Fig. 1: run 1, register map, names as in the netlist
Scale: 2 px per um. Other sequential cells in the stronger gray, the rest of the logic in the fainter gray.
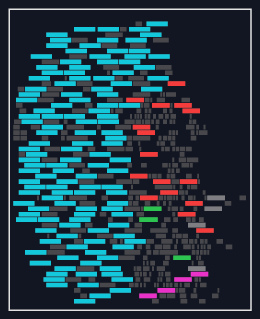
Fig. 2: run 1, the metal 2 layer
Scale: 2 px per um.
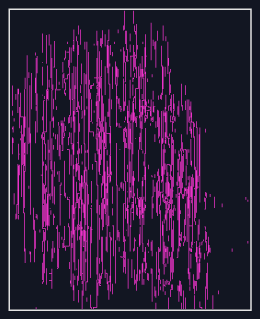
Fig. 3: run 1, PDN straps and rails
Scale: 2 px per um. Pins as bars on the die edge.
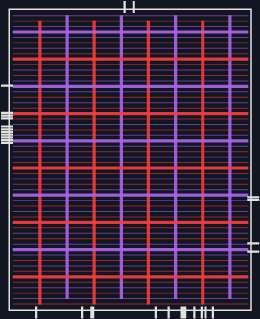
**src/rtl/digi_pattern_source.sv**
```systemverilog
// Programmable interval pattern generator: toggles dout after each
// stored interval, once per start or looping continuously.
module digi_pattern_source #(
    parameter int INIT   = 0,
    parameter int DEPTH  = 8,
    parameter int CW     = 16,
    parameter int REPEAT = 0
) (
    input  logic                         clk,
    input  logic                         rst,
    input  logic                         clr,
    input  logic                         wr_valid,
    output logic                         wr_ready,
    input  logic [CW-1:0]                wr_data,
    input  logic                         start,
    input  logic                         stop,
    output logic                         dout,
    output logic                         busy,
    output logic                         done,
    output logic [$clog2(DEPTH+1)-1:0]   count
);

    localparam int   CNTW   = $clog2(DEPTH + 1);
    localparam int   IW     = $clog2(DEPTH);
    localparam logic INIT_L = (INIT != 0);

    typedef enum logic [1:0] {
        IDLE = 2'd0,
        RUN  = 2'd1,
        DONE = 2'd2
    } state_t;

    state_t          state, state_n;
    logic [CW-1:0]   mem [DEPTH];
    logic [IW-1:0]   idx, idx_n;
    logic [CW-1:0]   timer, timer_n;
    logic [CNTW-1:0] count_n;
    logic            dout_n;
    logic            done_n;
    logic            wr_fire;
    logic            last;
    logic            expire;

    assign wr_ready = (state == IDLE) && (count < CNTW'(DEPTH)) && !clr;
    assign wr_fire  = wr_valid && wr_ready;
    assign last     = (CNTW'(idx) == count - CNTW'(1));
    assign expire   = (timer == CW'(1));
    assign busy     = (state == RUN);

    // Next-state, datapath updates and pass-complete strobe
    always_comb begin
        state_n = state;
        idx_n   = idx;
        timer_n = timer;
        count_n = count;
        dout_n  = dout;
        done_n  = 1'b0;
        unique case (state)
            IDLE: begin
                if (clr) begin
                    count_n = '0;
                end else if (wr_fire) begin
                    count_n = count + CNTW'(1);
                end
                if (start && !stop && count != '0) begin
                    state_n = RUN;
                    idx_n   = '0;
                    timer_n = mem['0];
                    dout_n  = INIT_L;
                end
            end
            RUN: begin
                if (stop) begin
                    state_n = IDLE;
                    idx_n   = '0;
                    timer_n = '0;
                    dout_n  = INIT_L;
                end else if (expire) begin
                    dout_n = ~dout;
                    if (last) begin
                        done_n  = 1'b1;
                        idx_n   = '0;
                        timer_n = mem['0];
                        if (REPEAT == 0) begin
                            state_n = DONE;
                        end
                    end else begin
                        idx_n   = idx + IW'(1);
                        timer_n = mem[idx + IW'(1)];
                    end
                end else begin
                    timer_n = timer - CW'(1);
                end
            end
            DONE: begin
                state_n = IDLE;
            end
            default: begin
                state_n = IDLE;
            end
        endcase
    end

    // State register
    always_ff @(posedge clk or posedge rst) begin
        if (rst) begin
            state <= IDLE;
        end else begin
            state <= state_n;
        end
    end

    // Datapath registers: index, timer, level, fill count, done strobe
    always_ff @(posedge clk or posedge rst) begin
        if (rst) begin
            idx   <= '0;
            timer <= '0;
            dout  <= INIT_L;
            count <= '0;
            done  <= 1'b0;
        end else begin
            idx   <= idx_n;
            timer <= timer_n;
            dout  <= dout_n;
            count <= count_n;
            done  <= done_n;
        end
    end

    // Interval buffer; a zero interval is stored as one cycle
    always_ff @(posedge clk) begin
        if (wr_fire) begin
            mem[count[IW-1:0]] <= (wr_data == '0) ? CW'(1) : wr_data;
        end
    end

endmodule

```
**config.mk**
```make
export PLATFORM = sky130hd
export DESIGN_NAME = digi_pattern_source
export DESIGN_NICKNAME = d
export VERILOG_FILES = /design/src/rtl/digi_pattern_source.sv
export SDC_FILE = /design/constraint.sdc
export NUM_CORES = 1
export LEC_CHECK = 0
export CORE_ASPECT_RATIO = 1.25
export CORE_UTILIZATION = 39
export CTS_CLUSTER_SIZE = 10
export DETAILED_ROUTE_END_ITERATION = 12
export SLEW_MARGIN = 30
export SYNTH_ARGS = -nofsm -noshare
export SYNTH_HDL_FRONTEND = slang
export SYNTH_SLANG_ARGS = --single-unit
```
**constraint.sdc**
```tcl
create_clock -name clk -period 3.6 [get_ports clk]
set_input_delay 0.36 -clock clk [delete_from_list [all_inputs] [get_ports clk]]
set_output_delay 0.36 -clock clk [all_outputs]
set_load 0.02 [all_outputs]
```
==> flow_summary.ini, run 1 <==
; physical design summary
[cells_and_area]
drive_above_1_share_pct = 23.57
largest_class = sequential cells
layout.area.comb_um2 = 2106
buf_share_pct = 5.106
mostFrequentLayoutCells = edfxtp_1 (128), mux4_2 (32), nand2_1 (31)
n_antenna_cell = 0
sh_seq_area_pct = 57.29
nNonClkBuffers = 44
final_common_cell = edfxtp_1
clkbuf_count = 24
final_nets = 485
syn2layout_area_growth_pct = 15.90
fin_cells = 691
fill_cells = 1508
largest_register_ffs = 128
clk_share_pct = 6.993
logic_gates = 231
design_area_um2 = 7890
comb_share_pct = 26.69
flop-count = 155

[floorplanning]
taps = 220
row_count = 53
ios = 30
chipArea_um2 = 17990

[yosys]
floorplan.nets = 459
top_cell = edfxtp_1
ys_top_logic_family = multiplexers
top_cells_by_area = edfxtp_1 (56%), mux4_2 (11%), dfrtp_1 (9.9%)
ys_sh_xor_pct = 1.158
adder_share_pct = 0.9189
synth_warnings = 0
mux_share_pct = 13.64
yosysTopAreaCellShare_pct = 56.46
synth_area_um2 = 6808
ff_type = edfxtp_1
ys_ff = 155
synthTopCellsByCount = edfxtp_1 (128), mux4_2 (32), nand2_1 (31), dfrtp_1 (27), clkbuf_1 (21)
edf_count = 128
aoi_share_pct = 6.745
yosysCellCount = 432
synth_async_sr_flop_share_pct = 17.42
syn_inst = 432
yosys.cell_types.count = 63
syn_area_per_cell_um2 = 15.76
simple_gate_area_share_pct = 8.142
synth_top_cell_by_area = edfxtp_1

[power_and_ir_drop]
combPwrFrac_pct = 20.2
p_int_mw = 3.529
comb-power_mw = 0.985
power.leakage_nw = 2.645
switching_share_pct = 27.51
p_sw_mw = 1.340
fin_total_pwr_mw = 4.869
power.largest_group = registers
pg_clk_mw = 1.66
p_clk_share_pct = 34.2
p_seq_share_pct = 45.6

[cts]
cts-root-buf = clkbuf_16
postCtsSetupRepairBufs = 0
cts.sinks = 155
hold_buffers = 0
htreeDepth = 4
insertion_delay_ps = 420
path_clk_slew_ps = 60
post_cts_resized = 0
cts_tree = done
cts_buffers = 17

[placed_design]
placed_area_um2 = 7338
dp_slack_ps = 597.0
hpwlAfterDp_um = 9191
port-buffer-count = 29
dp_cells = 659
gp_congestion = 0.7876

[critical_path]
worst-r2r-setup-slack_ps = 560
cp.arrival_ps = 3340
cp.required_ps = 3900
cp-endpoint = timer[15]
crit_chain = inv_1, ha_1, xor2_1, or4_4, a311oi_4, nor2_2, o2bb2ai_1, a221o_2
crit_type = reg2reg
startpoint = count[1]
crit_fanout = 14
cp.depth = 8
crit_family = AND-OR/OR-AND gates
cp-end-kind = flop
cp-start-kind = flop
r2r_start = count[1]
max_stage_delay_ps = 610
cp_slowest_cell = a311oi_4
reg2regPathDepth = 8

[timing]
final.setup.worst_slack_ps = 561.2
fin_crit_sh_pct = 84.41
tightest_slew_ps = 692.9
period_needed_ps = 3039
rsz0062_at_grt = false
setup-tns-final_ps = 0
slew_headroom_pct = 53.77
fmax_ghz = 0.3291
final_max_slew_viol_count = 0
final-hold-violation-count = 0
hold_slack_ps = 312.1

[drt]
wl_met3_um = 435
dr.pass1.iters = 4
drc = 0
routedWlPerCell_um = 20.28
routed_via_density = 5.521
m1WireLength_um = 6184
dr.first_iter.drc_count = 287
wl_met2_um = 7120
antenna_left = 0

[flow_run]
tool_warnings = 28
maxCapViolations = 0

[global_routing]
grt_util_met3_pct = 3.468
grt_usage_pct = 17.19
antenna_found_initial = 0
gr-max-usage-layer = met2
grt_max_degree = 36
grt_util_met2_pct = 28.59
use_met1_pct = 21.91
grt-ovfl-total = 0
grt_pass1_vias = 3918

[status]
outcome = finished clean

[min_path]
hold_path_class = in2async
Back to the opening pictures, Fig. 1:
- cyan: mem (sequential cells 128)
- red: timer (sequential cells 16)
- green: idx (sequential cells 3)
- magenta: count (sequential cells 4)
Seq group: 2.22 mW
Util after Layout: 46.48%
Reg area: 4521 um^2

Back to the opening pictures, Fig. 2:
- nets with wire on the layer: 423
- wire length on this layer: 7120 um
- longest straight run: 68.7 um
- main direction: vertical
- share of all routed wire: 51%
Vias: 3815
DRT Wirelength: 14020 um

Back to the opening pictures, Fig. 3:
- red: VSS
- purple: VDD
- signal pins: 30
- met1 rails: 54
- rows: 53
- met5 straps: 10
core area: 16980 um^2
die width: 120.2 um
maximum vdd ir drop: 0.2971 mV
die height: 149.7 um

Fig. 4: run 1, placement density heat map
Scale: 2 px per um. 12 x 15 tiles, from black (low) to pale yellow (high), 0 to 100% covered.
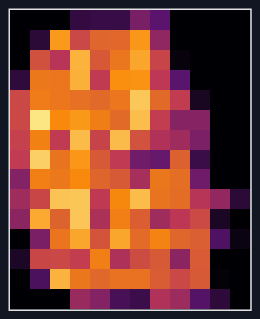

==> inputs of run 2 (changes only) <==
==> constraint.sdc (replaced) <==
create_clock -name clk -period 2.8 [get_ports clk]
set_input_delay 0.28 -clock clk [delete_from_list [all_inputs] [get_ports clk]]
set_output_delay 0.28 -clock clk [all_outputs]
set_load 0.02 [all_outputs]
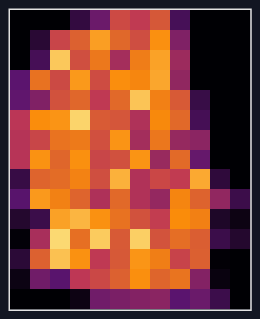
Fig. 5. Placement density heat map (run 2).
Scale: 2 px per um. 12 x 15 tiles, from black (low) to pale yellow (high), 0 to 100% covered.
- emptiest ninth of the die: upper right
- fullest tile: 92%
- nearly empty tiles: 19%
- tiles over 75% full: 16%
floorplan-stage core utilization: 40.10%
Util after Layout: 47.32%

==> flow_summary.ini, run 2 <==
; physical design summary
[global_routing]
grt_max_degree = 36
gr-max-usage-layer = met2
antenna_found_initial = 0
grt_usage_pct = 17.56
use_met1_pct = 22.39

[cts]
hold_buffers = 0
htreeDepth = 4
cts.sinks = 155
cts_buffers = 17
postCtsSetupRepairBufs = 0
insertion_delay_ps = 430
cts-root-buf = clkbuf_16
cts_tree = done

[floorplanning]
chipArea_um2 = 17990
taps = 220
fp.coreArea_um2 = 16980
ios = 30
die_x_um = 120.2

[critical_path]
worst-r2r-setup-slack_ps = 180
cp.arrival_ps = 2930
cp.required_ps = 3110
crit_chain = inv_1, ha_1, xor2_1, or4_4, a311oi_4, nor2_2, buf_4, a221oi_1, nand2_1
cp-end-kind = flop
reg2regPathDepth = 9
max_stage_delay_ps = 500
cp_slowest_cell = or4_4
crit_fanout = 11
cp-start-kind = flop
cp-endpoint = timer[6]
startpoint = count[0]

[drt]
wl_met2_um = 7434
routed_via_density = 5.534
antenna_left = 0
dr.first_iter.drc_count = 271
num_vias = 3874
wl_um = 14480
routedWlPerCell_um = 20.68
dr.pass1.iters = 4
m1WireLength_um = 6243
drc = 0
wl_met3_um = 447

[yosys]
syn_inst = 432
synth_async_sr_flop_share_pct = 17.42
yosysCellCount = 432
top_cells_by_area = edfxtp_1 (56%), mux4_2 (11%), dfrtp_1 (9.9%)
aoi_share_pct = 6.745
floorplan.nets = 459
mux_share_pct = 13.64
top_cell = edfxtp_1
synthTopCellsByCount = edfxtp_1 (128), mux4_2 (32), nand2_1 (31), dfrtp_1 (27), clkbuf_1 (21)
ys_top_logic_family = multiplexers
synth_area_um2 = 6808
yosys.cell_types.count = 63
simple_gate_area_share_pct = 8.142
synth_top_cell_by_area = edfxtp_1
syn_area_per_cell_um2 = 15.76
ys_sh_xor_pct = 1.158

[cells_and_area]
nNonClkBuffers = 53
flop-count = 155
n_antenna_cell = 0
logic_gates = 231
mostFrequentLayoutCells = edfxtp_1 (128), mux4_2 (32), nand2_1 (31)
clk_share_pct = 7.570
layout.area.comb_um2 = 2112
largest_register_ffs = 128
final_nets = 494
design_area_um2 = 8033
fill_cells = 1490
clkbuf_count = 20

[power_and_ir_drop]
p_sw_mw = 1.779
seq_power_mw = 2.85
comb-power_mw = 1.33
p_int_mw = 4.770
p_clk_share_pct = 36.3
combPwrFrac_pct = 20.3
switching_share_pct = 27.17
irDropWorstVdd_mv = 0.4577
p_seq_share_pct = 43.4
power.largest_group = registers

[placed_design]
placed_area_um2 = 7425
dp_cells = 668
hpwlAfterDp_um = 9619
port-buffer-count = 29

[timing]
final.setup.worst_slack_ps = 178.2
fin_crit_sh_pct = 93.63
period_needed_ps = 2622
rsz0062_at_grt = false
tightest_slew_ps = 657.7
hold_slack_ps = 226.9

[status]
outcome = finished clean

[flow_run]
maxCapViolations = 0
Power figures rest on the tool's default switching activity, not on a simulated workload.
